## src/rtl/fht_stage_sequencer.sv

```systemverilog
// ============================================================================
// fht_stage_sequencer
//
// Control and address sequencer for a 4-bank, in-place, radix-2 FHT core.
// Runs LOG_N butterfly stages back to back. Each stage is BANK_LEN read
// cycles followed by LAT drain cycles, so the butterfly pipeline can empty
// before the next stage begins. Writes trail reads by exactly LAT cycles.
// Even stages write bank set B and odd stages write bank set A, so the two
// sets ping-pong.
//
// Optional build macro:
//   FHT_SEQ_BITREV_EN  On the last stage, the write addresses are the
//                      bit-reversed (A_BIT bits) delayed read addresses,
//                      so the result lands in natural order. When the macro
//                      is undefined, every stage writes in direct order.
//
// Parameters:
//   LOG_N  log2 of the transform length (bank depth = 2^(LOG_N-2))
//   S_BIT  stage counter width, >= clog2(LOG_N)
//   LAT    butterfly read-to-write latency in cycles, >= 1
//
// Ports:
//   iCLK, iRESET        clock; asynchronous active-low reset
//   iSTART              start pulse, accepted only while oRDY = 1
//   oRDY / oDONE        idle flag / one-cycle end-of-transform pulse
//   oSTAGE              current stage
//   oST_ZERO, oST_LAST  first / last stage while busy
//   oSECTOR             sector index of the current read address
//   o2ND_PART_SUBSEC    read address lies in the upper half of its sector
//   oADDR_RD_0/1        direct / butterfly-partner read address
//   oADDR_WR_0/1        direct / partner write address (reads delayed LAT)
//   oADDR_COEF          coefficient ROM address
//   oWE_A / oWE_B       write enable for bank set A / B
//   oSOURCE_DATA        bank-set read select (stage LSB)
//   oSOURCE_CONT        host owns the banks (oRDY delayed one cycle)
// ============================================================================
module fht_stage_sequencer #(
    parameter int LOG_N = 10,
    parameter int S_BIT = 4,
    parameter int LAT   = 6
) (
    input  logic             iCLK,
    input  logic             iRESET,
    input  logic             iSTART,
    output logic             oRDY,
    output logic             oDONE,
    output logic [S_BIT-1:0] oSTAGE,
    output logic             oST_ZERO,
    output logic             oST_LAST,
    output logic [LOG_N-3:0] oSECTOR,
    output logic             o2ND_PART_SUBSEC,
    output logic [LOG_N-3:0] oADDR_RD_0,
    output logic [LOG_N-3:0] oADDR_RD_1,
    output logic [LOG_N-3:0] oADDR_WR_0,
    output logic [LOG_N-3:0] oADDR_WR_1,
    output logic [LOG_N-3:0] oADDR_COEF,
    output logic             oWE_A,
    output logic             oWE_B,
    output logic             oSOURCE_DATA,
    output logic             oSOURCE_CONT
);

    localparam int A_BIT     = LOG_N - 2;
    localparam int BANK_LEN  = 1 << A_BIT;
    localparam int STAGE_LEN = BANK_LEN + LAT;
    localparam int T_BIT     = $clog2(STAGE_LEN);

    localparam logic [T_BIT-1:0] T_LAST  = T_BIT'(STAGE_LEN - 1);
    localparam logic [T_BIT-1:0] T_BANK  = T_BIT'(BANK_LEN);
    localparam logic [T_BIT-1:0] T_WE_LO = T_BIT'(LAT);
    localparam logic [S_BIT-1:0] S_LAST  = S_BIT'(LOG_N - 1);

    typedef enum logic {
        ST_IDLE = 1'b0,
        ST_RUN  = 1'b1
    } state_t;

    state_t           state_reg, state_next;
    logic [S_BIT-1:0] s_reg, s_next;
    logic [T_BIT-1:0] t_reg, t_next;
    logic             done_reg, done_next;
    logic             cont_reg;

    logic             running;
    logic [A_BIT-1:0] a_cur;
    logic [A_BIT-1:0] half;
    logic [A_BIT-1:0] sector;
    logic [A_BIT-1:0] rd1_cur;
    logic [A_BIT-1:0] coef;
    logic             sec2;
    logic             we;
    int               sh;
    int               log2d;

    // Read-to-write alignment lines; index LAT-1 is the oldest entry.
    logic [A_BIT-1:0] rd0_pipe_reg [LAT];
    logic [A_BIT-1:0] rd1_pipe_reg [LAT];
    logic [A_BIT-1:0] wr0_dly;
    logic [A_BIT-1:0] wr1_dly;

    // ------------------------------------------------------------------
    // FSM: state register
    // ------------------------------------------------------------------
    always_ff @(posedge iCLK or negedge iRESET) begin
        if (!iRESET) begin
            state_reg <= ST_IDLE;
            s_reg     <= '0;
            t_reg     <= '0;
            done_reg  <= 1'b0;
            cont_reg  <= 1'b1;
        end else begin
            state_reg <= state_next;
            s_reg     <= s_next;
            t_reg     <= t_next;
            done_reg  <= done_next;
            cont_reg  <= (state_reg == ST_IDLE);
        end
    end

    // ------------------------------------------------------------------
    // FSM: next state. The stage and timer both return to zero when idle,
    // so every address output naturally reads zero outside a run.
    // ------------------------------------------------------------------
    always_comb begin
        state_next = state_reg;
        s_next     = s_reg;
        t_next     = t_reg;
        done_next  = 1'b0;
        unique case (state_reg)
            ST_IDLE: begin
                if (iSTART) begin
                    state_next = ST_RUN;
                    s_next     = '0;
                    t_next     = '0;
                end
            end
            ST_RUN: begin
                if (t_reg == T_LAST) begin
                    t_next = '0;
                    if (s_reg == S_LAST) begin
                        state_next = ST_IDLE;
                        s_next     = '0;
                        done_next  = 1'b1;
                    end else begin
                        s_next = s_reg + S_BIT'(1);
                    end
                end else begin
                    t_next = t_reg + T_BIT'(1);
                end
            end
            default: state_next = ST_IDLE;
        endcase
    end

    assign running = (state_reg == ST_RUN);

    // Read counter follows the timer during the read window and parks at 0
    // during the drain window.
    assign a_cur = (running && (t_reg < T_BANK)) ? t_reg[A_BIT-1:0] : '0;

    // ------------------------------------------------------------------
    // Sector geometry. Sector size D = 2^log2d shrinks by one bit per
    // stage from stage 2 onward and bottoms out at 1. The partner address
    // flips the top bit inside the sector (H = D/2).
    // ------------------------------------------------------------------
    always_comb begin
        sh      = 0;
        log2d   = A_BIT;
        half    = '0;
        sector  = '0;
        sec2    = 1'b0;
        rd1_cur = '0;
        coef    = '0;

        if (s_reg > S_BIT'(1)) begin
            sh = int'(s_reg) - 1;
        end
        log2d = (sh >= A_BIT) ? 0 : (A_BIT - sh);
        if (log2d > 0) begin
            half = A_BIT'(1) << (log2d - 1);
        end
        sector = a_cur >> log2d;
        sec2   = ((a_cur & half) != '0);
        if (running) begin
            rd1_cur = a_cur ^ half;
        end
        // Twiddle index steps by 2^s; only stages 1..A_BIT-1 use the ROM.
        if ((s_reg >= S_BIT'(1)) && (int'(s_reg) < A_BIT)) begin
            coef = a_cur << s_reg;
        end
    end

    // ------------------------------------------------------------------
    // Write address delay lines. They shift every cycle, idle included,
    // so a fresh run never sees a bubble at the stage boundary.
    // ------------------------------------------------------------------
    always_ff @(posedge iCLK or negedge iRESET) begin
        if (!iRESET) begin
            rd0_pipe_reg[0] <= '0;
            rd1_pipe_reg[0] <= '0;
        end else begin
            rd0_pipe_reg[0] <= a_cur;
            rd1_pipe_reg[0] <= rd1_cur;
        end
    end

    generate
        for (genvar gi = 1; gi < LAT; gi++) begin : g_pipe
            always_ff @(posedge iCLK or negedge iRESET) begin
                if (!iRESET) begin
                    rd0_pipe_reg[gi] <= '0;
                    rd1_pipe_reg[gi] <= '0;
                end else begin
                    rd0_pipe_reg[gi] <= rd0_pipe_reg[gi-1];
                    rd1_pipe_reg[gi] <= rd1_pipe_reg[gi-1];
                end
            end
        end
    endgenerate

    assign wr0_dly = rd0_pipe_reg[LAT-1];
    assign wr1_dly = rd1_pipe_reg[LAT-1];

`ifdef FHT_SEQ_BITREV_EN
    logic [A_BIT-1:0] wr0_rev;
    logic [A_BIT-1:0] wr1_rev;

    generate
        for (genvar gi = 0; gi < A_BIT; gi++) begin : g_bitrev
            assign wr0_rev[gi] = wr0_dly[A_BIT-1-gi];
            assign wr1_rev[gi] = wr1_dly[A_BIT-1-gi];
        end
    endgenerate

    assign oADDR_WR_0 = oST_LAST ? wr0_rev : wr0_dly;
    assign oADDR_WR_1 = oST_LAST ? wr1_rev : wr1_dly;
`else
    assign oADDR_WR_0 = wr0_dly;
    assign oADDR_WR_1 = wr1_dly;
`endif

    // The write window is the read window shifted by LAT cycles, which is
    // exactly the tail of the stage (timer LAT..STAGE_LEN-1).
    assign we = running && (t_reg >= T_WE_LO);

    assign oRDY             = !running;
    assign oDONE            = done_reg;
    assign oSTAGE           = s_reg;
    assign oST_ZERO         = running && (s_reg == '0);
    assign oST_LAST         = running && (s_reg == S_LAST);
    assign oSECTOR          = sector;
    assign o2ND_PART_SUBSEC = sec2;
    assign oADDR_RD_0       = a_cur;
    assign oADDR_RD_1       = rd1_cur;
    assign oADDR_COEF       = coef;
    assign oWE_A            = we && s_reg[0];
    assign oWE_B            = we && !s_reg[0];
    assign oSOURCE_DATA     = s_reg[0];
    assign oSOURCE_CONT     = cont_reg;

endmodule
```

## config.mk

```make
export PLATFORM = sky130hd
export DESIGN_NAME = fht_stage_sequencer
export DESIGN_NICKNAME = d
export VERILOG_FILES = /design/src/rtl/fht_stage_sequencer.sv
export SDC_FILE = /design/constraint.sdc
export NUM_CORES = 1
export LEC_CHECK = 0
export ABC_AREA = 1
export CAP_MARGIN = 10
export CORE_UTILIZATION = 51
export DETAILED_ROUTE_END_ITERATION = 6
export PLACE_DENSITY = 0.83
export SLEW_MARGIN = 20
export SYNTH_ARGS = -nofsm -noshare
export SYNTH_HDL_FRONTEND = slang
export SYNTH_SLANG_ARGS = --single-unit
```

## constraint.sdc

```tcl
create_clock -name iCLK -period 5.5 [get_ports iCLK]
set_input_delay 1.1 -clock iCLK [delete_from_list [all_inputs] [get_ports iCLK]]
set_output_delay 1.1 -clock iCLK [all_outputs]
set_load 0.05 [all_outputs]
```

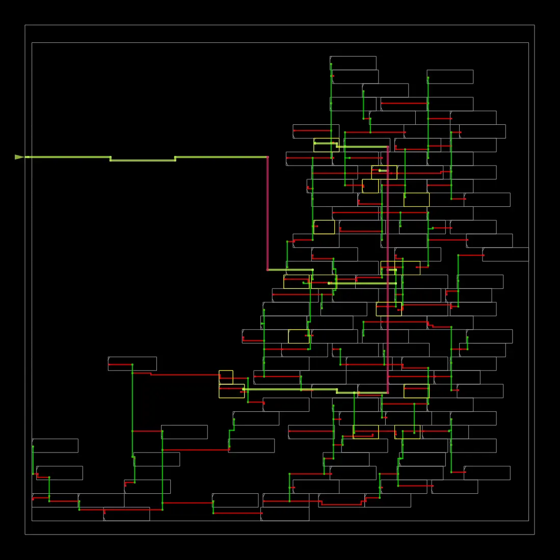
**Above:** run 1 (clock routing).
CTS Buf Count: 9
clock buffer count in the final layout: 11

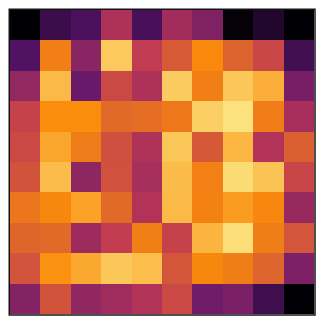
**Above:** run 1 (placement density heat map).
(3 px per um) 10 x 10 tiles, from black (low) to pale yellow (high), 0 to 100% covered.
fullest tile: 94%
mean over tiles: 58%
tiles over 75% full: 25%
final core utilization: 64.66%
Core Area: 9415 um^2
Pre-Place Util: 53.55%

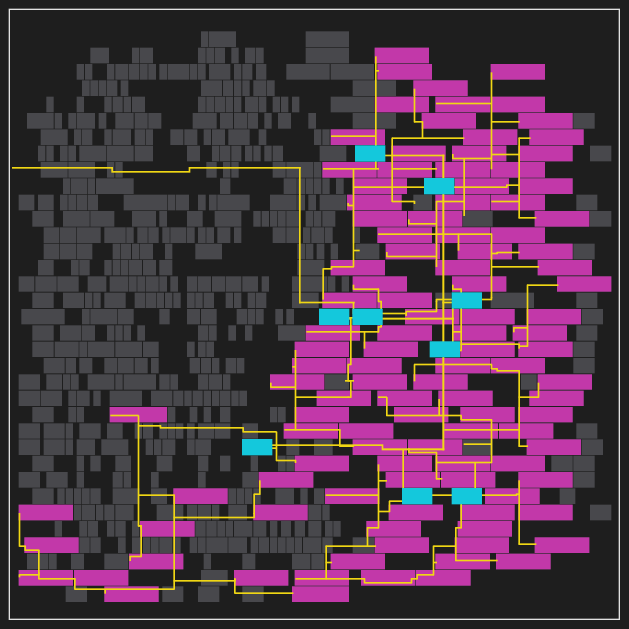
**Above:** run 1 (clock distribution).
(6 px per um)
legend:
  flip-flops:
    color: magenta
    count: 112
  clock wires:
    color: yellow
    length: 1,090 um
  cells driving clock nets:
    color: cyan
    count: 9
routed clock nets: 10

run 1: through the flow:
stage / instance area [um^2]
after floorplan: 5042
after CTS: 5984
after detailed placement: 5786
final: 6088
after global placement: 5786
after global routing: 6088
run 1: critical path, delay by kind of cell, from the launching register on:
| family | cells | cell delay, ns |
|---|---|---|
| AND/OR/NAND/NOR | 16 | 1.66 |
| AND-OR/OR-AND | 1 | 0.13 |
| buffers and inverters | 7 | 0.65 |
| flip-flops | 1 | 0.44 |
| adder cells (fa/ha/maj) | 4 | 0.89 |
==> results.txt, run 1 <==
impl run done, here's what came out: gr busiest metal=met2, TritonRoute pass-1 iters=5, Comb gates=312, Area Growth Syn to Fin=20.74%, WL met1=4564 um, Setup Viol. Count Final=0, GRT Overall Usage=21.99%, wire per inst=14.66 um, largest stage delay on the critical path=0.44 ns, EDFF count, synth=0, met2 wire length=4900 um, Boundary Pins=64, Mapped Nets=549, mux frac, synth=0%, Cell Type Count=41, crit path to=oADDR_RD_1[3], met1 Usage GRT=28.94%, Die Ht=101.4 um, Met3 Routed Length=766 um, later-pin clock latency in the skew report=0.37 ns, XOR Share, Synth=0.8685%, WP data required=4.40 ns, Die Width=101.4 um, Placed Cells incl. Taps=695, ANT nets after route=0, layout cells sized above 1=18.85%, hold crit path type=flop to flop, clock-cell share of area=3.247%, sequential share of cell area=46.07%, Reg-to-Reg Start=oSTAGE[1], vias in the first global route=3,620, Hold Path Sink=rd0_pipe_reg[29], met2 usage=35.69%, Worst Skew=0.02552 ns, DR DRC count=0, vias=3,763, largest net degree at the start of global routing=65, worst setup slack after layout=0.2444 ns, Top FF cell, synth=dfrtp_1, YS warnings=0, Root Driver=clkbuf_8, inverter count=70, simple-gate share of the synthesized area=19.78%, fill count=730, Non-Clock Buffer Area Fraction=13.50%, final hold violations=0, Final min period=5.256 ns, CP Capture Type=primary output, DP HPWL=7735 um, critical path class=flop to primary output, Flops=112, largest cell class by area=sequential cells, HP Start=rd0_pipe_reg[37], Post-synth ARST share=100.0%, Area leader share=55.09%, Synth Area in Compound Gates=8.437%, RD Place Congestion=0.9217, Max Slew Vio Count=0, Post-CTS Setup Bufs=0, Hold WS=0.3460 ns, global-route met3 utilization=5.314%, Register Area=2805 um^2, total gr overflow=0, area leader, netlist=dfrtp_1, Reg clk slew, reported paths=0.12 ns, tap cells=129, CTS Hold Bufs=0, Max-cap violations=0, ANT cells=0, CTS Buffer Depth=2, fin cells=718, Post-Syn Area=5042 um^2, CTS tree=yes, worst hold stages=0, Worst Reg-to-Reg Cells=27, final WL=10,530 um, critical-path maximum fanout=6, worst slew pin tran=0.7573 ns, Reg2Reg Setup Slack=1.73 ns, Dominant comb cell=simple AND/OR/NAND/NOR gates, commonest cells in the netlist=dfrtp_1, nand2_1, nor2_1, H-tree levels=3, number of port buffers=63, buffer count excluding the clock tree in the final layout=79, CP startpoint kind=flop, most frequent cell after synthesis=dfrtp_1, Top Layout Cells=dfrtp_1, nand2_1, nor2_1, TNS Setup=0 ns, Setup crit start=oSTAGE[1], chip area=10,290 um^2, Syn Inst Count=520, Max Used Layer=met4, DP Worst Slack=0.3737 ns, CP most frequent cell=nand2_1, Comb/total area=30.15%, nets@finish=613, outcome=completed, reg2reg end=rd1_pipe_reg[43], Iter 0 DRT Violations=224, first-pass GRT wire length=17,220 um, Mapped Avg Cell Area=9.697 um^2, Rows=35, vias per cell=5.241, top cells by area=dfrtp_1, nand2_1, ha_1, nor2_1, inv_1, Logic area=1836 um^2, CTS sink count=112, post-synthesis chip area from yosys=5042 um^2, Synth Register Bits=112, worst rel slew slack=49.52%, fa+ha+maj area frac=6.452%, fmax=0.1903 GHz, post-layout period usage=95.56%, Resized cells post-CTS=1, Crit-path slowest cell=dfrtp_2, Commonest Layout Cell=dfrtp_1, Synth Seq Share=55.61%, Tool Warnings=33, initial antenna violation count=0, cell total in the yosys stat output=520, WP data arrival=4.16 ns
**Run 1: placed cells, one color a class**

(4 px per um) Fill, decap, tap and diode cells in gray.
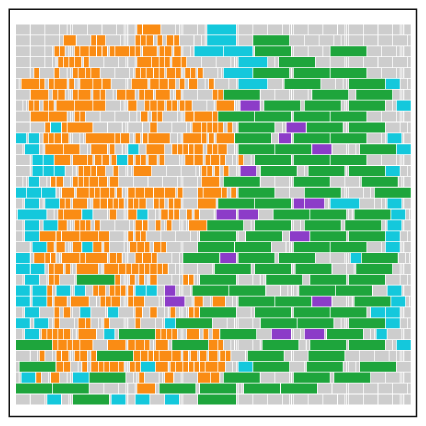

--- run 2 (diff from run 1) ---
- CORE_MARGIN: default -> 5
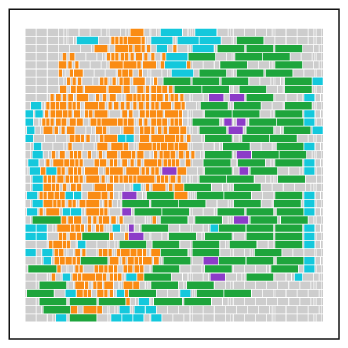
**Above:** run 2 (placed cells, one color a class).
(3 px per um) Fill, decap, tap and diode cells in gray.
legend:
  other buffers and delay cells:
    color: cyan
    cells: 75
  flip-flops:
    color: green
    cells: 112
  all other logic:
    color: orange
    cells: 382
  clock drivers and dummy loads:
    color: purple
    cells: 15

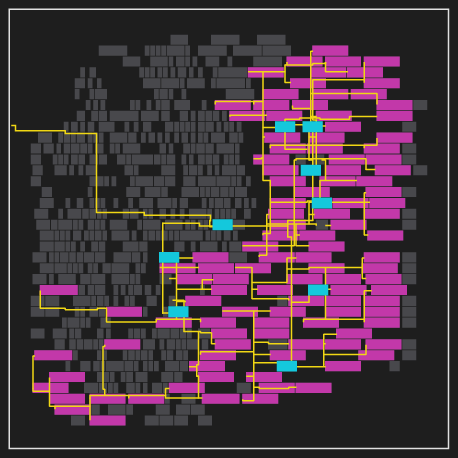
**Above:** run 2 (clock distribution).
(4 px per um)
legend:
  cells driving clock nets:
    color: cyan
    count: 9
  clock wires:
    color: yellow
    length: 1,120 um
  flip-flops:
    color: magenta
    count: 112
routed clock nets: 10

==> results.txt, run 2 <==
impl run done, here's what came out: Syn Inst Count=520, post-layout period usage=95.19%, WL met1=4453 um, Post-CTS Setup Bufs=0, inverter count=70, worst hold stages=0, DP Worst Slack=0.2243 ns, critical path class=flop to primary output, layout cells sized above 1=17.12%, worst rel slew slack=49.40%, CTS Buffer Depth=2, Top FF cell, synth=dfrtp_1, Crit-path slowest cell=dfrtp_1, Setup Viol. Count Final=0, TritonRoute pass-1 iters=6, Area Growth Syn to Fin=19.65%, GRT Overall Usage=18.65%, Boundary Pins=64, CP Capture Type=primary output, Hold WS=0.3398 ns, Pre-Place Util=51.83%, Area leader share=55.09%, met1 Usage GRT=23.79%, Placed Cells incl. Taps=698, fill count=825, Comb/total area=30.09%, vias=3,795, most frequent cell after synthesis=dfrtp_1, CP startpoint kind=flop, Met3 Routed Length=712 um, CTS tree=yes, DP HPWL=7709 um, area leader, netlist=dfrtp_1, tap cells=133, global-route met3 utilization=3.758%, Reg clk slew, reported paths=0.10 ns, CTS Hold Bufs=0, Top delay family on crit path=simple AND/OR/NAND/NOR gates, Mapped Nets=549, largest stage delay on the critical path=0.41 ns, Core Area=9729 um^2, Synth Seq Share=55.61%, chip area=11,980 um^2, total gr overflow=0, Post-synth ARST share=100.0%, largest net degree at the start of global routing=59, fin cells=717, Setup crit start=oSTAGE[0], largest cell class by area=sequential cells, crit path to=oADDR_RD_1[5], final hold violations=0, fmax=0.1910 GHz, hold crit path type=flop to flop, TNS Setup=0 ns, H-tree levels=3, initial antenna violation count=0, Worst Reg-to-Reg Cells=20, Logic area=1815 um^2, WP data required=4.40 ns, buffer count excluding the clock tree in the final layout=75, worst setup slack after layout=0.2643 ns, critical-path cell list=buf_4, ha_1, nand2_2, nand3_1, ha_1, nand2_2, ha_1, inv_1, nor2_2, nand2_1, a21oi_1, nand3_1, nor2_1, nand3_1, nor2_2, nand4_1, nor2_1, ha_1, nand2_1, inv_1, buf_12, Iter 0 DRT Violations=350, Register Area=2806 um^2, Max Slew Vio Count=0, Die Ht=109.4 um, Synth Register Bits=112, ANT cells=0, Reg-to-Reg Start=oSTAGE[0], post-synthesis chip area from yosys=5042 um^2, Mapped Avg Cell Area=9.697 um^2, CTS Buf Count=9, Flops=112, Resized cells post-CTS=2, Rows=36, Finished Cell Area=6033 um^2, top cells by area=dfrtp_1, nand2_1, ha_1, nor2_1, inv_1, Top Layout Cells=dfrtp_1, nand2_1, nor2_1, outcome=completed, Post-Syn Area=5042 um^2, final WL=10,710 um, commonest cells in the netlist=dfrtp_1, nand2_1, nor2_1, clock-cell share of area=2.924%, reg2reg end=rd1_pipe_reg[45], Buffers & Inverters on Critical Path=4, number of port buffers=63, HP Start=rd1_pipe_reg[27], cell total in the yosys stat output=520, Comb gates=312, worst slew pin tran=0.7562 ns, first-pass GRT wire length=17,510 um, Reg2Reg Setup Slack=1.77 ns, Tool Warnings=33, final core utilization=62.01%, wire per inst=14.93 um, Cell Type Count=41, Max-cap violations=0, met2 wire length=5039 um, DP Area=5798 um^2, DR DRC count=0, Die Width=109.4 um, Root Driver=clkbuf_8, gr busiest metal=met2, Final min period=5.236 ns, Commonest Layout Cell=dfrtp_1, met2 usage=30.25%, nets@finish=609, Hold Path Sink=rd1_pipe_reg[19], RD Place Congestion=0.9070, sequential share of cell area=46.52%, WP data arrival=4.14 ns, vias in the first global route=3,671, EDFF count, synth=0, Levels on crit path=21, CP most frequent cell=ha_1, YS warnings=0, vias per cell=5.293, Non-Clock Buffer Area Fraction=13.31%, Max Used Layer=met4, clock buffer count in the final layout=10, critical-path maximum fanout=18, ANT nets after route=0
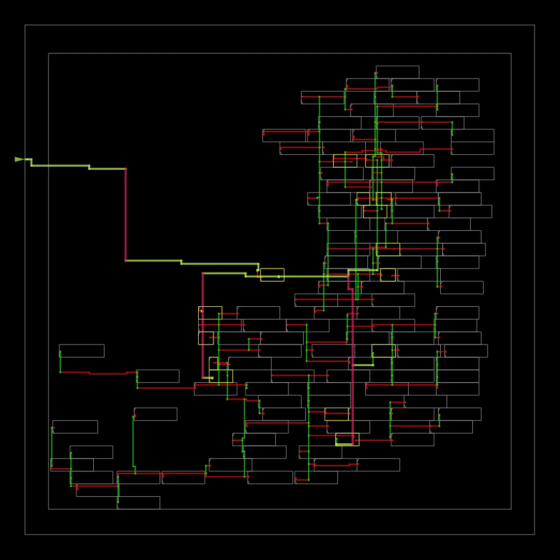
**Above:** run 2 (clock routing).
Worst Skew: 0.01382 ns
CTS sink count: 112
later-pin clock latency in the skew report: 0.36 ns

## run 2: cell types whose count changed in the layout (fill, tap and decap cells not counted), moves of 2 or more
| cell | previous run | this run |
|---|---|---|
| buf_4 | 24 | 19 |
| nand2_1 | 83 | 86 |
| clkinvlp_4 | 3 | 1 |
| ha_1 | 24 | 26 |
| ha_2 | 2 | 0 |
| inv_6 | 1 | 3 |
| inv_8 | 2 | 0 |
| nand2_2 | 12 | 10 |
## run 2: cell families (layout without fill, tap and decap cells)
kind of cell | count (synthesis) | after routing | synth area share [%]
simple gates | 213 | 213 | 19.78
buf+inv | 96 | 160 | 8.858
fa+ha+maj | 26 | 26 | 6.452
compound gates | 68 | 68 | 8.437
flops | 112 | 112 | 55.61
xor+xnor | 5 | 5 | 0.8684
